File: src/rtl/decode_pkg.sv
// Shared types for the decode queue: instruction classes, opcode/funct encodings
// and the decoded record that is stored per queue entry.
package decode_pkg;

  typedef enum logic [2:0] {
    NOP     = 3'd0,
    ALU_R   = 3'd1,
    ALU_I   = 3'd2,
    LOAD    = 3'd3,
    STORE   = 3'd4,
    BRANCH  = 3'd5,
    JUMP    = 3'd6,
    UNKNOWN = 3'd7
  } decode_class_t;

  typedef enum logic {
    RUN     = 1'b0,
    TRAPPED = 1'b1
  } queue_state_t;

  localparam logic [5:0] OP_SPECIAL = 6'h00;
  localparam logic [5:0] OP_J       = 6'h02;
  localparam logic [5:0] OP_JAL     = 6'h03;
  localparam logic [5:0] OP_BEQ     = 6'h04;
  localparam logic [5:0] OP_BNE     = 6'h05;
  localparam logic [5:0] OP_ADDIU   = 6'h09;
  localparam logic [5:0] OP_SLTI    = 6'h0a;
  localparam logic [5:0] OP_ANDI    = 6'h0c;
  localparam logic [5:0] OP_ORI     = 6'h0d;
  localparam logic [5:0] OP_XORI    = 6'h0e;
  localparam logic [5:0] OP_LUI     = 6'h0f;
  localparam logic [5:0] OP_LW      = 6'h23;
  localparam logic [5:0] OP_SW      = 6'h2b;

  localparam logic [5:0] FN_SLL  = 6'h00;
  localparam logic [5:0] FN_SRL  = 6'h02;
  localparam logic [5:0] FN_JR   = 6'h08;
  localparam logic [5:0] FN_ADDU = 6'h21;
  localparam logic [5:0] FN_SUBU = 6'h23;
  localparam logic [5:0] FN_AND  = 6'h24;
  localparam logic [5:0] FN_OR   = 6'h25;
  localparam logic [5:0] FN_XOR  = 6'h26;
  localparam logic [5:0] FN_SLT  = 6'h2a;

  typedef struct packed {
    logic [31:0]   pc;
    logic [31:0]   instr;
    decode_class_t cls;
    logic [4:0]    rs;
    logic [4:0]    rt;
    logic [4:0]    rd;
    logic [31:0]   imm;
    logic          exc;
  } decoded_t;

  function automatic logic [31:0] sext16(input logic [15:0] v);
    return {{16{v[15]}}, v};
  endfunction

  function automatic logic [31:0] zext16(input logic [15:0] v);
    return {16'h0000, v};
  endfunction

endpackage

File: src/rtl/decode_queue_if.sv
// Fetch-side and execute-side valid/ready handshakes of the decode queue.
// slave is the queue's view, master is the surrounding pipeline's view.
interface decode_queue_if;
  import decode_pkg::*;

  logic          in_valid;
  logic          in_ready;
  logic [31:0]   in_pc;
  logic [31:0]   in_instr;
  logic          out_valid;
  logic          out_ready;
  logic [31:0]   out_pc;
  logic [31:0]   out_instr;
  decode_class_t out_class;
  logic [4:0]    out_rs;
  logic [4:0]    out_rt;
  logic [4:0]    out_rd;
  logic [31:0]   out_imm;
  logic          out_exc;

  modport slave (
    input  in_valid, in_pc, in_instr, out_ready,
    output in_ready, out_valid, out_pc, out_instr, out_class,
           out_rs, out_rt, out_rd, out_imm, out_exc
  );

  modport master (
    output in_valid, in_pc, in_instr, out_ready,
    input  in_ready, out_valid, out_pc, out_instr, out_class,
           out_rs, out_rt, out_rd, out_imm, out_exc
  );

endinterface

File: src/rtl/decode_logic.sv
// Combinational decoder: (pc, instr) -> decoded_t record.
// With DECODE_TRAP_EN unrecognised words become UNKNOWN/exc, otherwise a zeroed NOP.
module decode_logic
  import decode_pkg::*;
(
    input  logic [31:0] pc,
    input  logic [31:0] instr,
    output decoded_t    rec
);

    logic [5:0]  opcode;
    logic [5:0]  funct;
    logic [4:0]  f_rs;
    logic [4:0]  f_rt;
    logic [4:0]  f_rd;
    logic [4:0]  shamt;
    logic [15:0] imm16;
    logic [3:0]  pc_hi;
    logic        unknown;

    assign opcode = instr[31:26];
    assign f_rs   = instr[25:21];
    assign f_rt   = instr[20:16];
    assign f_rd   = instr[15:11];
    assign shamt  = instr[10:6];
    assign funct  = instr[5:0];
    assign imm16  = instr[15:0];
    // Upper nibble of pc+4: it only changes when pc[27:2] is all ones.
    assign pc_hi  = pc[31:28] + {3'b000, &pc[27:2]};

    // NOTE: every field gets a default before the case so no path leaves a latch.
    always_comb begin
        rec       = '0;
        rec.pc    = pc;
        rec.instr = instr;
        rec.cls   = NOP;
        unknown   = 1'b0;

        unique case (opcode)
            OP_SPECIAL: begin
                unique case (funct)
                    FN_ADDU, FN_SUBU, FN_AND, FN_OR, FN_XOR, FN_SLT, FN_SLL, FN_SRL: begin
                        rec.cls = ALU_R;
                        rec.rs  = f_rs;
                        rec.rt  = f_rt;
                        rec.rd  = f_rd;
                        rec.imm = {27'b0, shamt};
                    end
                    FN_JR: begin
                        rec.cls = JUMP;
                        rec.rs  = f_rs;
                    end
                    default: unknown = 1'b1;
                endcase
            end
            OP_BEQ, OP_BNE: begin
                rec.cls = BRANCH;
                rec.rs  = f_rs;
                rec.rt  = f_rt;
                rec.imm = {{14{imm16[15]}}, imm16, 2'b00};
            end
            OP_J, OP_JAL: begin
                rec.cls = JUMP;
                rec.imm = {pc_hi, instr[25:0], 2'b00};
            end
            OP_ADDIU, OP_SLTI: begin
                rec.cls = ALU_I;
                rec.rs  = f_rs;
                rec.rt  = f_rt;
                rec.imm = sext16(imm16);
            end
            OP_ANDI, OP_ORI, OP_XORI: begin
                rec.cls = ALU_I;
                rec.rs  = f_rs;
                rec.rt  = f_rt;
                rec.imm = zext16(imm16);
            end
            OP_LUI: begin
                rec.cls = ALU_I;
                rec.rt  = f_rt;
                rec.imm = {imm16, 16'h0000};
            end
            OP_LW: begin
                rec.cls = LOAD;
                rec.rs  = f_rs;
                rec.rt  = f_rt;
                rec.imm = sext16(imm16);
            end
            OP_SW: begin
                rec.cls = STORE;
                rec.rs  = f_rs;
                rec.rt  = f_rt;
                rec.imm = sext16(imm16);
            end
            default: unknown = 1'b1;
        endcase

`ifdef DECODE_TRAP_EN
        if (unknown) begin
            rec.cls = UNKNOWN;
            rec.exc = 1'b1;
        end
`else
        // Unknown words fall through as the all-zero NOP set up above.
        if (unknown) rec.cls = NOP;
`endif
    end

endmodule

File: src/rtl/decode_queue.sv
// Decode stage with a DEPTH-entry FIFO of decoded records between fetch and execute.
// Optional DECODE_TRAP_EN: an unknown instruction traps the input side until flush.
module decode_queue
  import decode_pkg::*;
#(
    parameter int DEPTH = 2
) (
    input  logic           clk,
    input  logic           resetn,
    input  logic           flush,
    decode_queue_if.slave  q
);

    localparam int PW = (DEPTH > 1) ? $clog2(DEPTH) : 1;
    localparam int CW = $clog2(DEPTH + 1);

    if (DEPTH < 2 || (DEPTH & (DEPTH - 1)) != 0) begin : g_bad_depth
        $error("decode_queue: DEPTH must be a power of two and at least 2");
    end

    decoded_t      dec;
    decoded_t      mem [DEPTH];
    decoded_t      head;
    logic [PW-1:0] wr_ptr;
    logic [PW-1:0] rd_ptr;
    logic [CW-1:0] count;
    logic          full;
    logic          push;
    logic          pop;
    queue_state_t  state_q;
    queue_state_t  state_d;

    decode_logic u_decode (
        .pc    (q.in_pc),
        .instr (q.in_instr),
        .rec   (dec)
    );

    assign full       = (count == CW'(DEPTH));
    assign q.in_ready = !full && (state_q == RUN);
    assign q.out_valid = (count != '0);
    // Flush wins over both handshakes in the same cycle.
    assign push = q.in_valid && q.in_ready && !flush;
    assign pop  = q.out_valid && q.out_ready && !flush;

    // NOTE: storage is reset too, because outputs are read straight from it and must be zero in reset.
    always_ff @(posedge clk or negedge resetn) begin
        if (!resetn) begin
            for (int i = 0; i < DEPTH; i++) mem[i] <= '0;
        end else if (push) begin
            mem[wr_ptr] <= dec;
        end
    end

    always_ff @(posedge clk or negedge resetn) begin
        if (!resetn) begin
            wr_ptr <= '0;
            rd_ptr <= '0;
            count  <= '0;
        end else if (flush) begin
            wr_ptr <= '0;
            rd_ptr <= '0;
            count  <= '0;
        end else begin
            if (push) wr_ptr <= wr_ptr + PW'(1);
            if (pop)  rd_ptr <= rd_ptr + PW'(1);
            count <= count + CW'(push) - CW'(pop);
        end
    end

    always_ff @(posedge clk or negedge resetn) begin
        if (!resetn) state_q <= RUN;
        else         state_q <= state_d;
    end

    always_comb begin
        state_d = state_q;
        if (flush) begin
            state_d = RUN;
        end
`ifdef DECODE_TRAP_EN
        else if (push && dec.exc) begin
            state_d = TRAPPED;
        end
`endif
    end

    assign head        = mem[rd_ptr];
    assign q.out_pc    = head.pc;
    assign q.out_instr = head.instr;
    assign q.out_class = head.cls;
    assign q.out_rs    = head.rs;
    assign q.out_rt    = head.rt;
    assign q.out_rd    = head.rd;
    assign q.out_imm   = head.imm;
    assign q.out_exc   = head.exc;

endmodule

File: src/flat_wrapper.sv
// flat-port wrapper written by rule: the top's interface ports become plain ports
module decode_queue_flat import decode_pkg::*;
#(
    parameter int DEPTH = 2
)
  (clk, resetn, flush, q_in_valid, q_in_pc, q_in_instr, q_out_ready, q_in_ready, q_out_valid, q_out_pc, q_out_instr, q_out_class, q_out_rs, q_out_rt, q_out_rd, q_out_imm, q_out_exc);
  decode_queue_if q_i ();
  input  logic clk;
  input  logic resetn;
  input  logic flush;
  input wire logic [$bits(q_i.in_valid)-1:0] q_in_valid;
  input wire logic [$bits(q_i.in_pc)-1:0] q_in_pc;
  input wire logic [$bits(q_i.in_instr)-1:0] q_in_instr;
  input wire logic [$bits(q_i.out_ready)-1:0] q_out_ready;
  output wire logic [$bits(q_i.in_ready)-1:0] q_in_ready;
  output wire logic [$bits(q_i.out_valid)-1:0] q_out_valid;
  output wire logic [$bits(q_i.out_pc)-1:0] q_out_pc;
  output wire logic [$bits(q_i.out_instr)-1:0] q_out_instr;
  output wire logic [$bits(q_i.out_class)-1:0] q_out_class;
  output wire logic [$bits(q_i.out_rs)-1:0] q_out_rs;
  output wire logic [$bits(q_i.out_rt)-1:0] q_out_rt;
  output wire logic [$bits(q_i.out_rd)-1:0] q_out_rd;
  output wire logic [$bits(q_i.out_imm)-1:0] q_out_imm;
  output wire logic [$bits(q_i.out_exc)-1:0] q_out_exc;
  assign q_i.in_valid = q_in_valid;
  assign q_i.in_pc = q_in_pc;
  assign q_i.in_instr = q_in_instr;
  assign q_i.out_ready = q_out_ready;
  assign q_in_ready = q_i.in_ready;
  assign q_out_valid = q_i.out_valid;
  assign q_out_pc = q_i.out_pc;
  assign q_out_instr = q_i.out_instr;
  assign q_out_class = q_i.out_class;
  assign q_out_rs = q_i.out_rs;
  assign q_out_rt = q_i.out_rt;
  assign q_out_rd = q_i.out_rd;
  assign q_out_imm = q_i.out_imm;
  assign q_out_exc = q_i.out_exc;
  decode_queue #(.DEPTH(DEPTH)) u_core (.clk(clk), .resetn(resetn), .flush(flush), .q(q_i));
endmodule
File: config.mk
export PLATFORM = sky130hd
export DESIGN_NAME = decode_queue_flat
export DESIGN_NICKNAME = d
export VERILOG_FILES = /design/src/rtl/decode_pkg.sv /design/src/rtl/decode_queue_if.sv /design/src/rtl/decode_logic.sv /design/src/rtl/decode_queue.sv /design/src/flat_wrapper.sv
export SDC_FILE = /design/constraint.sdc
export NUM_CORES = 1
export LEC_CHECK = 0
export CAP_MARGIN = 20
export CORE_ASPECT_RATIO = 1.2
export CORE_MARGIN = 8
export CORE_UTILIZATION = 51
export DETAILED_ROUTE_END_ITERATION = 10
export PLACE_DENSITY_LB_ADDON = 0.25
export SYNTH_ARGS = -nofsm -noshare
export SYNTH_HDL_FRONTEND = slang
export SYNTH_SLANG_ARGS = --single-unit
File: constraint.sdc
create_clock -name clk -period 3.6 [get_ports clk]
set_clock_uncertainty 0.15 [all_clocks]
set_input_delay 0.54 -clock clk [delete_from_list [all_inputs] [get_ports clk]]
set_output_delay 0.54 -clock clk [all_outputs]
set_load 0.02 [all_outputs]
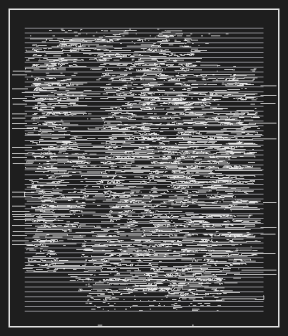
(M1 wires)
Supply wires on this layer in grey.
nets with wire on the layer	1,220
longest straight run	49.2 um
wire length on this layer	12,500 um
main direction	horizontal
total wirelength of the detailed-routed design: 31.5 mm
met1 Use GR: 28.4%
total via count after detailed routing: 8,939

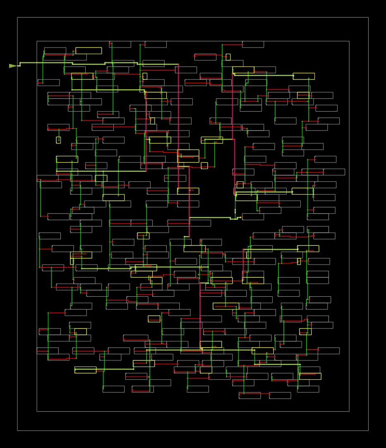
(the clock network)
P_clk: 0.00261 W
number of flip-flops and latches: 232

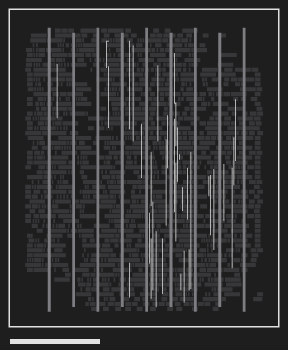
(metal 4)
The bar under the picture is 50 um long. Supply wires on this layer in grey. Cells faint in the background.
nets with wire on the layer	30
longest straight run	76.2 um

==> results.cfg <==
; flow metrics
[placed_design]
detailedPlacementHpwl_mm = 21.9
place_congestion = 0.835
place_worst_setup_slack_ps = 255
placed_cells = 1531

[cells_and_area]
largest-register = u_core.mem
final_cell_area_um2 = 14000
finish.cell_count_without_fillers = 1576

[power_and_ir_drop]
internal-power_w = 0.00709
power.sequential.fraction_pct = 38.3
worst_ir_drop_on_vdd_mv = 0.504
p_comb_share_pct = 37.3
pwr_top = registers
combinational_power_w = 0.00399
p_leak_nw = 6.47
powerDensity_nw_per_um2 = 764
total_sequential_power_w = 0.00408

[final_timing]
final.setup.worst_slack_ps = 359
tightestPinTransition_ps = 732
layout_worst_path_cycle_share_pct = 90.0
final_setup_violations = 0
hold_ws_ps = 320

[synthesis]
syn-instance-count = 1121
synth.cellmix.simpleShare_pct = 19.3
yosys.area_share.xor_xnor_pct = 0.563
synth_seq_share_pct = 53.3
netlist_area_um2 = 10900
ys_types = 53
adder_share_pct = 0.460
netlist.top_cell.by_area = dfrtp_1
synthesis.yosys.warnings = 0
synth_stat.cells = 1121
most_numerous_cell_types_in_the_synthesized_netlist = nand2_1 (427), dfrtp_1 (232), mux2_2 (116)
main_combinational_cell_family_by_area_after_synthesis = simple AND/OR/NAND/NOR gates
ys_sh_mux_pct = 12.0
edf_count = 0
postSynthNetCount = 1194

[clock_tree]
cts_hold_buffers = 1
cts_root_buffer = clkbuf_16
h-tree-depth = 1
clk-insertion-delay-late_ps = 500
path_clk_slew_ps = 60
cts_resized = 0
number_of_clock_buffers_inserted_by_tritoncts = 24

[critical_path]
nature_of_the_critical_path_startpoint = flop
critical_path.endpoint = q_out_imm[28]
critPathCaptureType = output pin
critical_path_peak_fanout = 41
critical_path_class = reg -> out
worst_setup_path_startpoint = u_core.rd_ptr$_DFFE_PN0P_
setup.reg_to_reg.worst_slack_ps = 1430
reg2regPathDepth = 6

[run]
tool_warnings = 26
maxCapViolCount = 0

[routing]
drc = 0
drt_first_iter_violations = 673
route.antenna.remaining_nets = 0

[global_routing]
grt_max_degree = 84
track_usage_pct = 23.7
grt_antenna_before_repair = 0
grt_overflow = 0

[floorplan]
fp.coreArea_um2 = 21000
die_height_um = 176
die_x_um = 149
floorplan.core_util_pct = 51.9
top_level_i_o_count = 186

[hold_path]
timing.hold.worst.class = reg -> reg
worst_hold_startpoint = u_core.mem[208]$_DFFE_PN0P_

[outcome]
outcome = finished clean
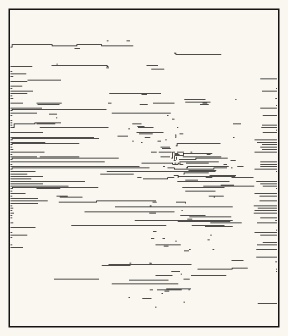
(metal 3)
main direction	horizontal
wire length on this layer	3,050 um
met3 GRT Util: 7.58%

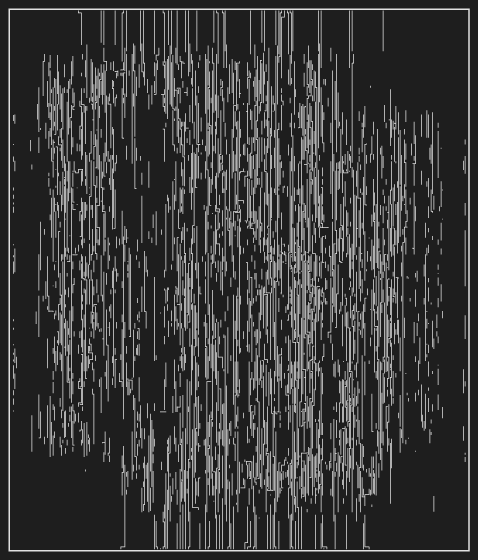
(the metal 2 layer)
nets with wire on the layer	1,126
wire length on this layer	14,900 um
share of all routed wire	47%
longest straight run	70.0 um
main direction	vertical
grt met2 use: 39.0%

-- area by class of cell --
| type | count | area (um^2) |
|---|---|---|
| Fill cell | 1663 | 7000 |
| Sequential cell | 232 | 5810 |
| Multi-Input combinational cell | 799 | 4740 |
| Timing Repair Buffer | 224 | 2210 |
| Clock buffer | 35 | 743 |
| Tap cell | 270 | 338 |
| Clock inverter | 9 | 100 |
| Inverter | 7 | 26.3 |
-- layer usage --
layer	part of all wire (%)	track usage [%]	up-vias
li1	-	-	4145
met1	40	28.4	4350
met2	47	39.0	371
met3	9.7	7.58	73
met4	3.7	8.85	0
met5	0	0	-
-- critical path, cell delays in order, from the launching register on --
cell,delay (ps)
dfrtp_4,740
buf_12,310
mux2_2,400
clkdlybuf4s50_1,550
Power and IR drop assume default switching activity.
